<file path="src/rtl/read_byte_buffer.sv">
// read_byte_buffer: word counter/address generator, read-data word FIFO and byte unpacker.
// Define READ_BYTE_MSB_FIRST_EN to emit HRDATA[31:24] first instead of HRDATA[7:0].
module read_byte_buffer #(
  parameter int unsigned NUM_WORDS = 16,
  parameter logic [31:0] BASE_ADDR = 32'h0000_0000,
  parameter int unsigned DEPTH     = 4
) (
  input  logic        clk,
  input  logic        reset,
  input  logic        enable,
  input  logic        clear,
  input  logic        read_enable,
  input  logic [31:0] HRDATA,
  output logic [31:0] HADDR,
  output logic        finish_cnt,
  output logic [7:0]  byte_out,
  output logic        byte_valid,
  input  logic        byte_ready,
  output logic        overflow
);
  localparam int CW = NUM_WORDS > 0 ? $clog2(NUM_WORDS + 1) : 1;
  localparam int AW = $clog2(DEPTH);
  localparam logic [CW-1:0] LAST = CW'(NUM_WORDS);
  typedef enum logic {IDLE, EMIT} state_t;
  state_t state, state_nx;
  logic [CW-1:0] word_cnt;
  logic [31:0] mem [DEPTH];
  logic [AW:0] wr_ptr, rd_ptr;
  logic [31:0] shift_reg;
  logic [1:0] idx, lane;
  logic empty, full, push, pop, take, last_byte;
  always_ff @(posedge clk or posedge reset)
    if (reset) word_cnt <= '0;
    else if (clear) word_cnt <= '0;
    else if (enable && word_cnt != LAST) word_cnt <= word_cnt + 1'b1;
  assign HADDR = BASE_ADDR + (32'(word_cnt) << 2);
  assign finish_cnt = word_cnt == LAST;
  assign empty = wr_ptr == rd_ptr;
  assign full = (wr_ptr[AW] != rd_ptr[AW]) && (wr_ptr[AW-1:0] == rd_ptr[AW-1:0]);
  assign take = byte_valid && byte_ready;
  assign last_byte = take && idx == 2'd3;
  // a pop frees a slot at the same edge, so a push into a full FIFO is still accepted
  assign pop = !empty && (state == IDLE || last_byte);
  assign push = read_enable && (!full || pop);
  always_ff @(posedge clk)
    if (push) mem[wr_ptr[AW-1:0]] <= HRDATA;
  always_ff @(posedge clk or posedge reset)
    if (reset) begin
      wr_ptr   <= '0;
      rd_ptr   <= '0;
      overflow <= 1'b0;
    end else begin
      wr_ptr   <= wr_ptr + (AW+1)'(push);
      rd_ptr   <= rd_ptr + (AW+1)'(pop);
      overflow <= overflow | (read_enable && !push);
    end
  always_ff @(posedge clk or posedge reset)
    if (reset) state <= IDLE;
    else state <= state_nx;
  always_comb state_nx = pop ? EMIT : (last_byte ? IDLE : state);
  always_ff @(posedge clk or posedge reset)
    if (reset) begin
      shift_reg <= '0;
      idx       <= '0;
    end else if (pop) begin
      shift_reg <= mem[rd_ptr[AW-1:0]];
      idx       <= '0;
    end else if (take) idx <= idx + 1'b1;
  always_comb begin
    byte_valid = state == EMIT;
`ifdef READ_BYTE_MSB_FIRST_EN
    lane = ~idx;
`else
    lane = idx;
`endif
    byte_out = byte_valid ? shift_reg[{lane, 3'b000} +: 8] : 8'h00;
  end
endmodule
</file>
<file path="config.mk">
export PLATFORM = sky130hd
export DESIGN_NAME = read_byte_buffer
export DESIGN_NICKNAME = d
export VERILOG_FILES = /design/src/rtl/read_byte_buffer.sv
export SDC_FILE = /design/constraint.sdc
export NUM_CORES = 1
export LEC_CHECK = 0
export ABC_AREA = 1
export CELL_PAD_IN_SITES_DETAIL_PLACEMENT = 1
export CELL_PAD_IN_SITES_GLOBAL_PLACEMENT = 1
export CORE_MARGIN = 3
export CORE_UTILIZATION = 40
export DETAILED_ROUTE_END_ITERATION = 7
export GPL_TIMING_DRIVEN = 0
export HOLD_SLACK_MARGIN = 0.1
export PLACE_DENSITY_LB_ADDON = 0.1
export SYNTH_ARGS = -nofsm -noshare
export SYNTH_HDL_FRONTEND = slang
export SYNTH_SLANG_ARGS = --single-unit
</file>
<file path="constraint.sdc">
create_clock -name clk -period 4.45 [get_ports clk]
set_clock_uncertainty 0.15 [all_clocks]
set_input_delay 0.445 -clock clk [delete_from_list [all_inputs] [get_ports clk]]
set_output_delay 0.445 -clock clk [all_outputs]
set_load 0.1 [all_outputs]
</file>
==> flow_summary.json, run 1 <==
{
  "status": "complete, no violations",
  "drc": 0,
  "max_freq_mhz": 266,
  "min_path_cells": 2,
  "cts_setup_buffers": 0,
  "ir_worst_vdd_uv": 499,
  "power.leakage_uw": 0.00455,
  "wl_met2_mm": 10.1,
  "p_sw_uw": 3090,
  "switching_share_pct": 43.4,
  "clk_pin_slew_ns": 0.07,
  "antenna_found_initial": 0,
  "grt-busiest-layer": "met2",
  "fin_tns_setup_ns": 0,
  "power.total_uw": 7110,
  "cts_resized": 0,
  "ys_sh_mux_pct": 0,
  "wl_met1_mm": 8.74,
  "setup_slack_ns": 0.685,
  "cell_internal_pwr_uw": 4020,
  "seq_area_sq_um": 5020,
  "synth.distinct_cells": 20,
  "cts-htree-levels": 4,
  "nonClkBufAreaFrac_pct": 10.8,
  "nNonClkInverters": 150,
  "min_from": "overflow$_DFF_PP0_",
  "layout_top_cells": "nand2_1 (254), inv_1 (146), edfxtp_1 (128)",
  "synth_flops": 175,
  "top_area_cell": "edfxtp_1",
  "seq_area_frac_synth_pct": 63.5,
  "synth_top_area_share_pct": 48.6,
  "synth.cellmix.compoundShare_pct": 1.77,
  "cts_hold_buf": 1,
  "dieArea_sq_um": 21500,
  "buffers_excl_clock": 119,
  "die_y_microns": 147,
  "grt_pass1_vias": 6151,
  "setup_viol_count_final": 0,
  "route.met3.wl_microns": 722,
  "pg_seq_uw": 2440,
  "tool_warnings": 27,
  "syn_inst": 831,
  "fin_hold_ws_ns": 0.310,
  "clkCellAreaFrac_pct": 6.46,
  "share_seq_of_total_power_pct": 34.2,
  "layout_top_cell": "nand2_1",
  "clockRootBuffer": "clkbuf_16",
  "overflow": 0,
  "yosys-top-cells-count": "nand2_1 (254), inv_1 (147), edfxtp_1 (128)",
  "fillerInstances": 2180,
  "final.min_clock_period_ns": 3.77,
  "worst-endpoint-arrival_ns": 3.17,
  "worstSetupPathType": "register to primary output",
  "rsz0062_at_grt": "no",
  "area_growth_pct": 22.1,
  "critPathLaunch": "idx[0]$_DFFE_PP0P_",
  "worstPathCellList": "buf_2, inv_2, clkbuf_1, o21ai_0, a21oi_1, clkdlybuf4s50_1",
  "vias_per_cell": 4.70,
  "path_buffers": 4,
  "final-comb-area_sq_um": 2080,
  "top_layer_used": "met4",
  "seq_cells": 175,
  "synthMostInstantiatedCell": "nand2_1",
  "syn_area_sq_um": 7900,
  "end_kind": "primary output",
  "r2r-end": "mem[0][17]$_DFFE_PP_",
  "dpl_worst_slack_ns": 1.15,
  "maxPowerGroup": "combinational cells",
  "synth_async_sr_flop_share_pct": 26.9,
  "hold_violations": 0,
  "grt_max_degree": 43,
  "drt-initial-drc-count": 289,
  "nWellTaps": 260,
  "hpwlAfterDp_mm": 14.0,
  "largest_reg_flops": 128,
  "edf_count": 128,
  "comb_area_share_pct": 21.5,
  "r2r_slack_ns": 1.78,
  "crit_cells": 6,
  "clk_path_buf_depth": 2,
  "fa_ha_area_share_pct": 1.11,
  "power.density_nw_per_um2": 737,
  "critPathLaunchType": "register",
  "cts.sinks": 175,
  "cp_data_required_time_ns": 3.86,
  "cp_max_fo": 10,
  "met2_usage_pct": 33.3,
  "cts_tree": "built",
  "ys_cells": 831,
  "cts_made_buffers": 17,
  "placed_cells": 1175,
  "ys_sh_simple_pct": 21.1,
  "design_area_sq_um": 9650,
  "reg2reg_depth": 8,
  "cp_slowest_cell": "clkdlybuf4s50_1",
  "nMultiInputCombCells": 472,
  "synth-main-ff-cell": "edfxtp_1",
  "grt_first_pass_wirelength_mm": 32.3,
  "ios": 81,
  "synth_area_per_cell_sq_um": 9.51,
  "fp_util_pct": 41.4,
  "diodes": 0,
  "clock.latency.late_pin_ns": 0.43,
  "min-delay-path-class": "register to register",
  "nets": 980,
  "grtUsageMet3_pct": 3.07,
  "clkbuf_count": 21,
  "die_w_microns": 147,
  "fin_cells": 1208,
  "drive_gt1_share_pct": 9.70,
  "maxSlewViolCount": 0,
  "p_comb_uw": 3100,
  "worst_slew_pin_slew_ns": 0.984,
  "top_cells_by_area": "edfxtp_1 (49%), dfrtp_1 (15%), nand2_1 (12%)",
  "antenna_left": 0,
  "dr.pass1.iters": 4,
  "p_clk_share_pct": 22.2,
  "cpPeakStageDelay_ns": 1.21,
  "xor_share_pct": 0.665,
  "ys_area_sq_um": 7900,
  "largest_cell_class": "flip-flops and latches",
  "cpLargestDelayFamily": "buffers and inverters",
  "worstHoldEndpoint": "overflow$_DFF_PP0_",
  "numPortBuffers": 53,
  "use_met1_pct": 24.7,
  "max-cap-violations": 0,
  "dpl-instance-area_sq_um": 9020,
  "fin_crit_sh_pct": 84.6,
  "power_frac_comb_pct": 43.6,
  "worstReg2RegStart": "idx[1]$_DFFE_PP0P_",
  "seq_share_pct": 52.0,
  "relSlewSlack_pct": 34.2,
  "gp_congestion": 0.802,
  "yosysWarnings": 0,
  "logic_family": "simple AND/OR/NAND/NOR gates",
  "critical_path.endpoint": "byte_out[5]",
  "powerClk_uw": 1580
}
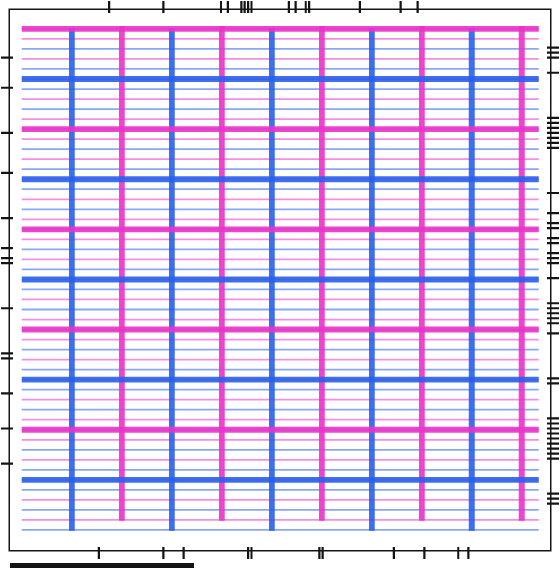
*Floorplan with the power grid, run 1*
Bar = 50 microns. Pins as bars on the die edge.
net	color
VSS	blue
VDD	magenta
met5 straps	10
met4 straps	10
signal pins	81
met1 rails	51
rows	50

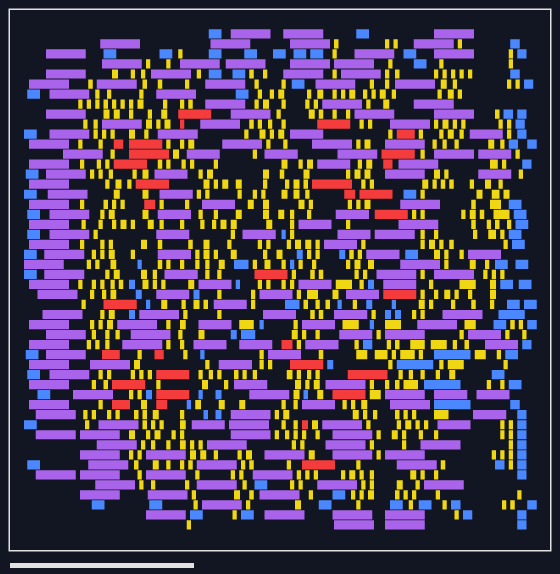
*Cells colored by class, run 1*
Bar = 50 microns.
class	color	cells
remaining buffers and delay cells	blue	119
remaining logic cells	yellow	622
clock drivers and dummy loads	red	32
sequential cells	purple	175
core area: 19100 sq um
num rows: 50
Core Util, Final: 50.6%

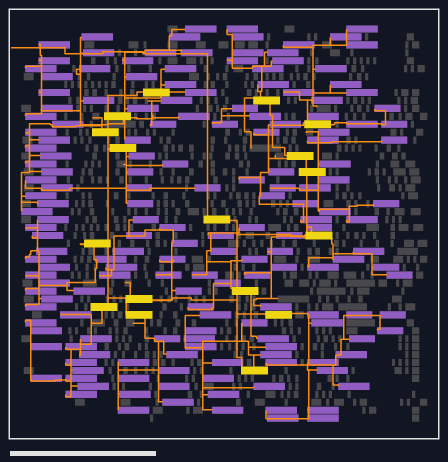
*Clock distribution, run 1*
Bar = 50 microns.
[clock wires] orange | length: 2180 microns
[clock-net drivers] yellow | count: 17
[flip-flops] purple | count: 175
flops lie	all over the die

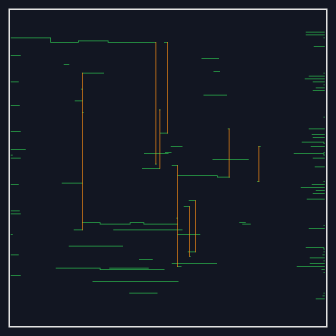
*Wiring by layer, run 1*
Two of the layers only.
layer	color	wire length
M4	orange	331 microns
M3	green	723 microns
via count: 5672
WL/cell: 16.5 microns
total track usage: 19.2%
Detailed Route WL: 19.9 mm

### Cell placement, run 1

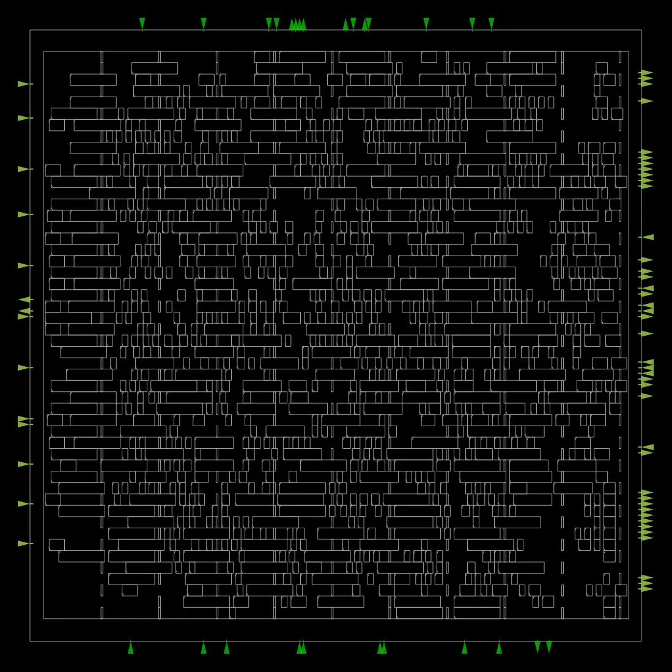

==> run 2, diff against run 1 <==
==> constraint.sdc (replaced) <==
create_clock -name clk -period 3.2 [get_ports clk]
set_clock_uncertainty 0.15 [all_clocks]
set_input_delay 0.32 -clock clk [delete_from_list [all_inputs] [get_ports clk]]
set_output_delay 0.32 -clock clk [all_outputs]
set_load 0.1 [all_outputs]
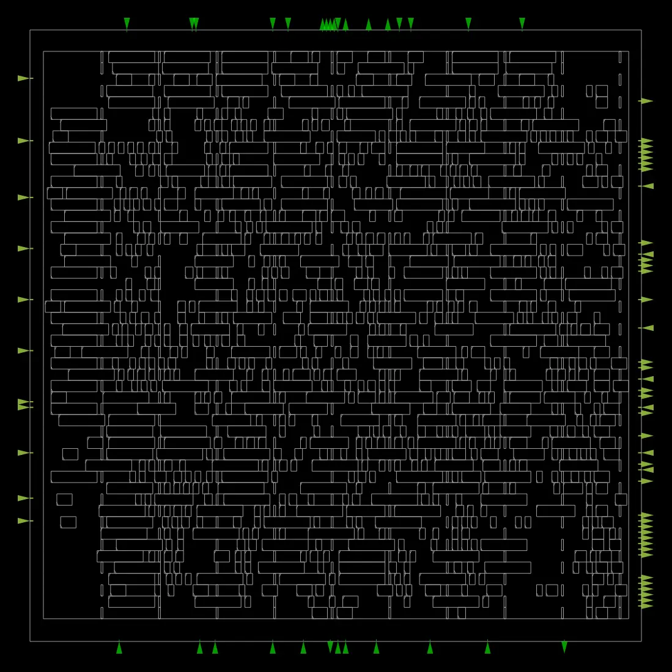
*Cell placement, run 2*
registers: 175
Fillers: 2148
Finished Layout Cells: 1207

==> run 2 against run 1 <==
Synthesized cell count is the same. Wire length shrank 1.0%. Cell area shrank 0.39%. Largest cell class unchanged. Critical path depth is the same. Clock power grew 35%. Die area is the same. Area after synthesis is the same.
==> flow_summary.json, run 2 <==
{
  "yosysWarnings": 0,
  "largest_cell_class": "flip-flops and latches",
  "worstReg2RegStart": "idx[0]$_DFFE_PP0P_",
  "nWellTaps": 260,
  "share_seq_of_total_power_pct": 34.5,
  "largest_reg_flops": 128,
  "synthMostInstantiatedCell": "nand2_1",
  "fa_ha_area_share_pct": 1.11,
  "drive_gt1_share_pct": 11.4,
  "syn_area_sq_um": 7900,
  "dpl_worst_slack_ns": 0.119,
  "nNonClkInverters": 150,
  "powerClk_uw": 2140,
  "crit_cells": 6,
  "ys_sh_mux_pct": 0,
  "synth_flops": 175,
  "synth.distinct_cells": 20,
  "comb_area_share_pct": 21.9,
  "die_w_microns": 147,
  "cts_hold_buf": 0,
  "synth_top_area_share_pct": 48.6,
  "cp_data_required_time_ns": 2.73,
  "area_growth_pct": 21.6,
  "power.total_uw": 9800,
  "setup_slack_ns": 0.261,
  "track_usage_pct": 19.0,
  "clkbuf_count": 17,
  "worst_slew_pin_slew_ns": 0.967,
  "ys_area_sq_um": 7900,
  "yosys-top-cells-count": "nand2_1 (254), inv_1 (147), edfxtp_1 (128)",
  "gp_congestion": 0.800,
  "syn_inst": 831,
  "wl_met2_mm": 10.2,
  "cpPeakStageDelay_ns": 0.58,
  "maxPowerGroup": "combinational cells",
  "wl_met1_mm": 8.42,
  "synth_area_per_cell_sq_um": 9.51,
  "synth_async_sr_flop_share_pct": 26.9,
  "reg2reg_depth": 8,
  "buffers_excl_clock": 118,
  "cpLargestDelayFamily": "buffers and inverters",
  "nonClkBufAreaFrac_pct": 10.3,
  "nMultiInputCombCells": 472,
  "layout_top_cells": "nand2_1 (254), inv_1 (146), edfxtp_1 (128)",
  "logic_family": "simple AND/OR/NAND/NOR gates",
  "vias": 5720,
  "ios": 81,
  "cell_internal_pwr_uw": 5480,
  "dpl-instance-area_sq_um": 9020,
  "placed_cells": 1175,
  "grt_first_pass_wirelength_mm": 32.0,
  "grtUsageMet3_pct": 4.66,
  "use_met1_pct": 22.7,
  "ys_cells": 831,
  "worstPathCellList": "clkbuf_1, inv_1, nor2_1, o21ai_0, a21oi_2, clkdlybuf4s15_2",
  "top_cells_by_area": "edfxtp_1 (49%), dfrtp_1 (15%), nand2_1 (12%)",
  "cts_tree": "built",
  "p_sw_uw": 4320,
  "fin_tns_setup_ns": 0,
  "final_util_pct": 50.4,
  "maxSlewViolCount": 0,
  "drt-initial-drc-count": 316,
  "seq_area_sq_um": 5020,
  "clockRootBuffer": "clkbuf_16",
  "layout_top_cell": "nand2_1",
  "max-cap-violations": 0,
  "relSlewSlack_pct": 35.3,
  "grt_max_degree": 26,
  "clock.latency.late_pin_ns": 0.43,
  "route.met3.wl_microns": 743,
  "top_area_cell": "edfxtp_1",
  "critPathLaunch": "idx[1]$_DFFE_PP0P_",
  "rows": 50,
  "synth.cellmix.compoundShare_pct": 1.77,
  "power_frac_comb_pct": 43.6,
  "top_layer_used": "met4",
  "met2_usage_pct": 34.0,
  "clk_path_buf_depth": 2,
  "power.leakage_uw": 0.00453,
  "critPathLaunchType": "register",
  "overflow": 0,
  "vias_per_cell": 4.74,
  "wire_per_inst_microns": 16.3,
  "status": "complete, no violations",
  "fin_hold_ws_ns": 0.110,
  "seq_area_frac_synth_pct": 63.5,
  "cts_made_buffers": 17,
  "diodes": 0,
  "max_freq_mhz": 340,
  "fp_util_pct": 41.4,
  "edf_count": 128,
  "final.min_clock_period_ns": 2.94,
  "numPortBuffers": 53,
  "pg_seq_uw": 3380,
  "clkCellAreaFrac_pct": 6.35,
  "synth-main-ff-cell": "edfxtp_1",
  "core_sq_um": 19100,
  "switching_share_pct": 44.1,
  "cts_resized": 20,
  "clk_pin_slew_ns": 0.07,
  "end_kind": "primary output",
  "tool_warnings": 28,
  "worstSetupPathType": "register to primary output",
  "wl_mm": 19.7,
  "drc": 0,
  "antenna_found_initial": 0,
  "cts.sinks": 175,
  "critical_path.endpoint": "byte_out[5]",
  "cp_max_fo": 10,
  "fin_crit_sh_pct": 91.9,
  "min-delay-path-class": "primary input to async pin",
  "xor_share_pct": 0.665,
  "rsz0062_at_grt": "no",
  "seq_share_pct": 52.2,
  "p_comb_uw": 4280,
  "grt-busiest-layer": "met2",
  "dr.pass1.iters": 6,
  "p_clk_share_pct": 21.8,
  "path_buffers": 3,
  "design_area_sq_um": 9610,
  "hold_violations": 0,
  "ir_worst_vdd_uv": 596,
  "power.density_nw_per_um2": 1020
}
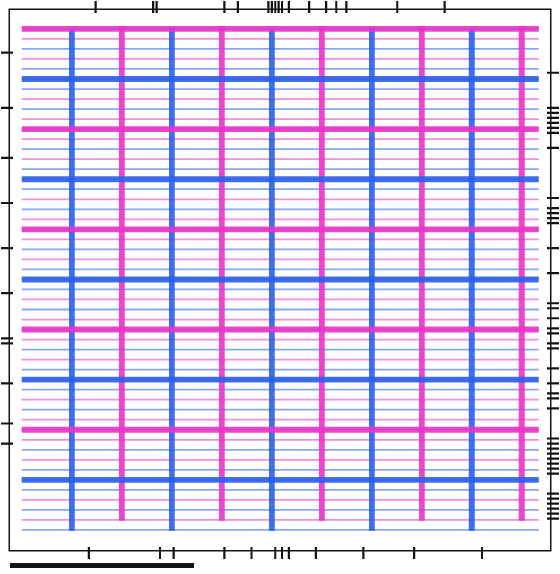
*Floorplan with the power grid, run 2*
Bar = 50 microns. Pins as bars on the die edge.
net	color
VSS	blue
VDD	magenta
signal pins	81
met1 rails	51
met5 straps	10
rows	50
met4 straps	10

### Wiring by layer, run 2

Two of the layers only.
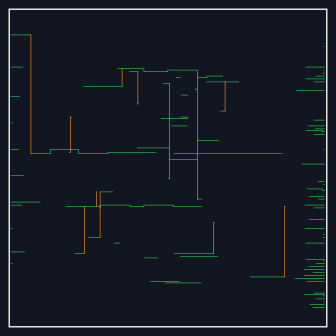

==> run 3, diff against run 2 <==
--- a/config.mk
+++ b/config.mk
@@ -10,6 +10,7 @@
 export CELL_PAD_IN_SITES_GLOBAL_PLACEMENT = 1
 export CORE_MARGIN = 3
 export CORE_UTILIZATION = 40
+export CTS_BUF_LIST = sky130_fd_sc_hd__clkbuf_2 sky130_fd_sc_hd__clkbuf_4 sky130_fd_sc_hd__clkbuf_8
 export DETAILED_ROUTE_END_ITERATION = 7
 export GPL_TIMING_DRIVEN = 0
 export HOLD_SLACK_MARGIN = 0.1
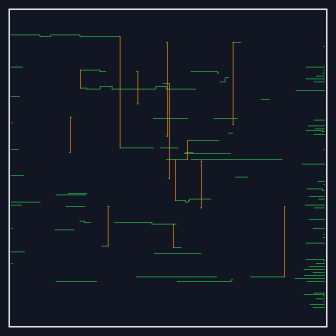
*Wiring by layer, run 3*
Two of the layers only.
layer	color	wire length
M4	orange	329 microns
M3	green	811 microns
total track usage: 18.8%
via count: 5667
WL/cell: 16.1 microns
Detailed Route WL: 19.5 mm

==> run 3 against run 2 <==
Fmax shrank 0.99%. Combinational power is essentially flat. Utilization shrank 0.85 points. Synthesized cell count is the same.
==> flow_summary.json, run 3 <==
{
  "nWellTaps": 260,
  "clk_pin_slew_ns": 0.09,
  "wl_met1_mm": 8.31,
  "pg_seq_uw": 3380,
  "reg2reg_depth": 8,
  "cts.sinks": 175,
  "worstPathCellList": "clkbuf_1, inv_1, nor2_1, o21ai_0, a21oi_2, clkdlybuf4s15_2",
  "fin_hold_ws_ns": 0.276,
  "clk_path_buf_depth": 2,
  "cts_tree": "built",
  "setup_slack_ns": 0.231,
  "area_growth_pct": 19.6,
  "top_layer_used": "met4",
  "grtUsageMet3_pct": 4.28,
  "clockRootBuffer": "clkbuf_8",
  "syn_area_sq_um": 7900,
  "path_buffers": 3,
  "die_w_microns": 147,
  "cts-htree-levels": 4,
  "buffers_excl_clock": 119,
  "end_kind": "primary output",
  "ys_area_sq_um": 7900,
  "design_area_sq_um": 9450,
  "wl_met2_mm": 10.0,
  "fin_crit_sh_pct": 92.8,
  "maxSlewViolCount": 0,
  "worstReg2RegStart": "idx[0]$_DFFE_PP0P_",
  "diodes": 0,
  "layout_top_cells": "nand2_1 (254), inv_1 (146), edfxtp_1 (128)",
  "top_cells_by_area": "edfxtp_1 (49%), dfrtp_1 (15%), nand2_1 (12%)",
  "met2_usage_pct": 33.4,
  "synth_async_sr_flop_share_pct": 26.9,
  "cpPeakStageDelay_ns": 0.58,
  "route.met3.wl_microns": 811,
  "dpl_worst_slack_ns": 0.119,
  "nonClkBufAreaFrac_pct": 10.8,
  "crit_cells": 6,
  "power.density_nw_per_um2": 981,
  "yosys-top-cells-count": "nand2_1 (254), inv_1 (147), edfxtp_1 (128)",
  "grt_max_degree": 26,
  "fa_ha_area_share_pct": 1.11,
  "ys_sh_mux_pct": 0,
  "critPathLaunchType": "register",
  "clkbuf_count": 17,
  "power_frac_comb_pct": 46.2,
  "nNonClkInverters": 150,
  "yosysWarnings": 0,
  "max_freq_mhz": 337,
  "placed_cells": 1175,
  "dr.pass1.iters": 4,
  "rows": 50,
  "cp_data_required_time_ns": 2.73,
  "cp_slowest_cell": "clkdlybuf4s15_2",
  "gp_congestion": 0.800,
  "vias_per_cell": 4.69,
  "p_clk_share_pct": 17.3,
  "ios": 81,
  "ys_cells": 831,
  "ir_worst_vdd_uv": 457,
  "dpl-instance-area_sq_um": 9020,
  "power.leakage_uw": 0.00445,
  "seq_area_sq_um": 5020,
  "layout_top_cell": "nand2_1",
  "critical_path.endpoint": "byte_out[0]",
  "numPortBuffers": 53,
  "cts_resized": 24,
  "antenna_found_initial": 0,
  "synth_flops": 175,
  "tool_warnings": 28,
  "worstSetupPathType": "register to primary output",
  "xor_share_pct": 0.665,
  "grt_first_pass_wirelength_mm": 31.7,
  "top_area_cell": "edfxtp_1",
  "ys_sh_simple_pct": 21.1,
  "cp_max_fo": 10,
  "largest_cell_class": "flip-flops and latches",
  "status": "complete, no violations",
  "largest_reg_flops": 128,
  "worst_slew_pin_slew_ns": 0.967,
  "core_sq_um": 19100,
  "critPathLaunch": "idx[1]$_DFFE_PP0P_",
  "maxPowerGroup": "combinational cells",
  "seq_area_frac_synth_pct": 63.5,
  "final.min_clock_period_ns": 2.97,
  "p_comb_uw": 4280,
  "clock.latency.late_pin_ns": 0.47,
  "p_sw_uw": 4230,
  "drc": 0,
  "r2r_slack_ns": 0.58,
  "cts_hold_buf": 1,
  "drive_gt1_share_pct": 11.4,
  "use_met1_pct": 22.7,
  "cell_internal_pwr_uw": 5040,
  "cpLargestDelayFamily": "buffers and inverters",
  "synth-main-ff-cell": "edfxtp_1",
  "nMultiInputCombCells": 472,
  "seq_cells": 175,
  "final_util_pct": 49.5,
  "fp_util_pct": 41.4,
  "switching_share_pct": 45.6,
  "rsz0062_at_grt": "no",
  "syn_inst": 831,
  "max-cap-violations": 0,
  "edf_count": 128,
  "synth_area_per_cell_sq_um": 9.51,
  "share_seq_of_total_power_pct": 36.4,
  "overflow": 0,
  "fin_tns_setup_ns": 0,
  "comb_area_share_pct": 22.3,
  "relSlewSlack_pct": 35.3,
  "synth_top_area_share_pct": 48.6,
  "synth.distinct_cells": 20,
  "min_path_cells": 2,
  "grt-busiest-layer": "met2",
  "synthMostInstantiatedCell": "nand2_1",
  "hold_violations": 0,
  "synth.cellmix.compoundShare_pct": 1.77,
  "logic_family": "simple AND/OR/NAND/NOR gates",
  "min-delay-path-class": "primary input to register",
  "powerClk_uw": 1610,
  "hpwlAfterDp_mm": 14.1,
  "cts_made_buffers": 17,
  "clkCellAreaFrac_pct": 4.44,
  "drt-initial-drc-count": 303,
  "power.total_uw": 9270
}
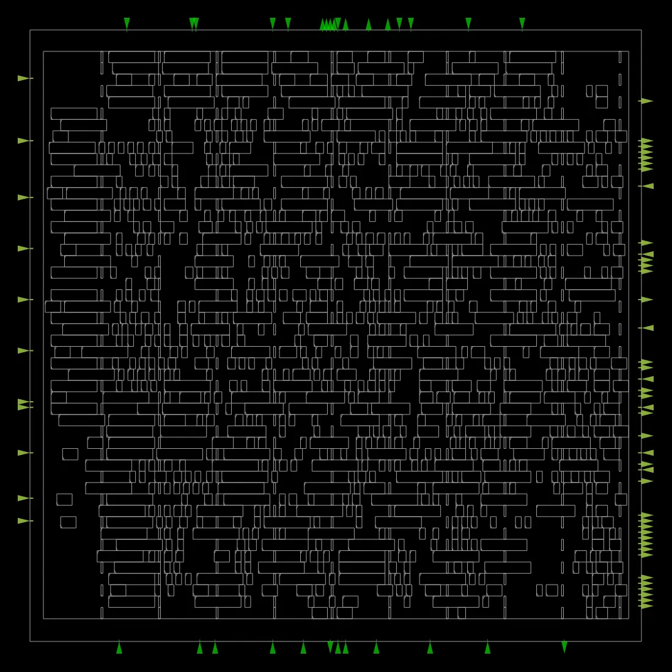
*Cell placement, run 3*
Finished Layout Cells: 1208
Seq/total area: 53.1%
Fillers: 2175

Power is estimated from default activity; no workload was simulated.
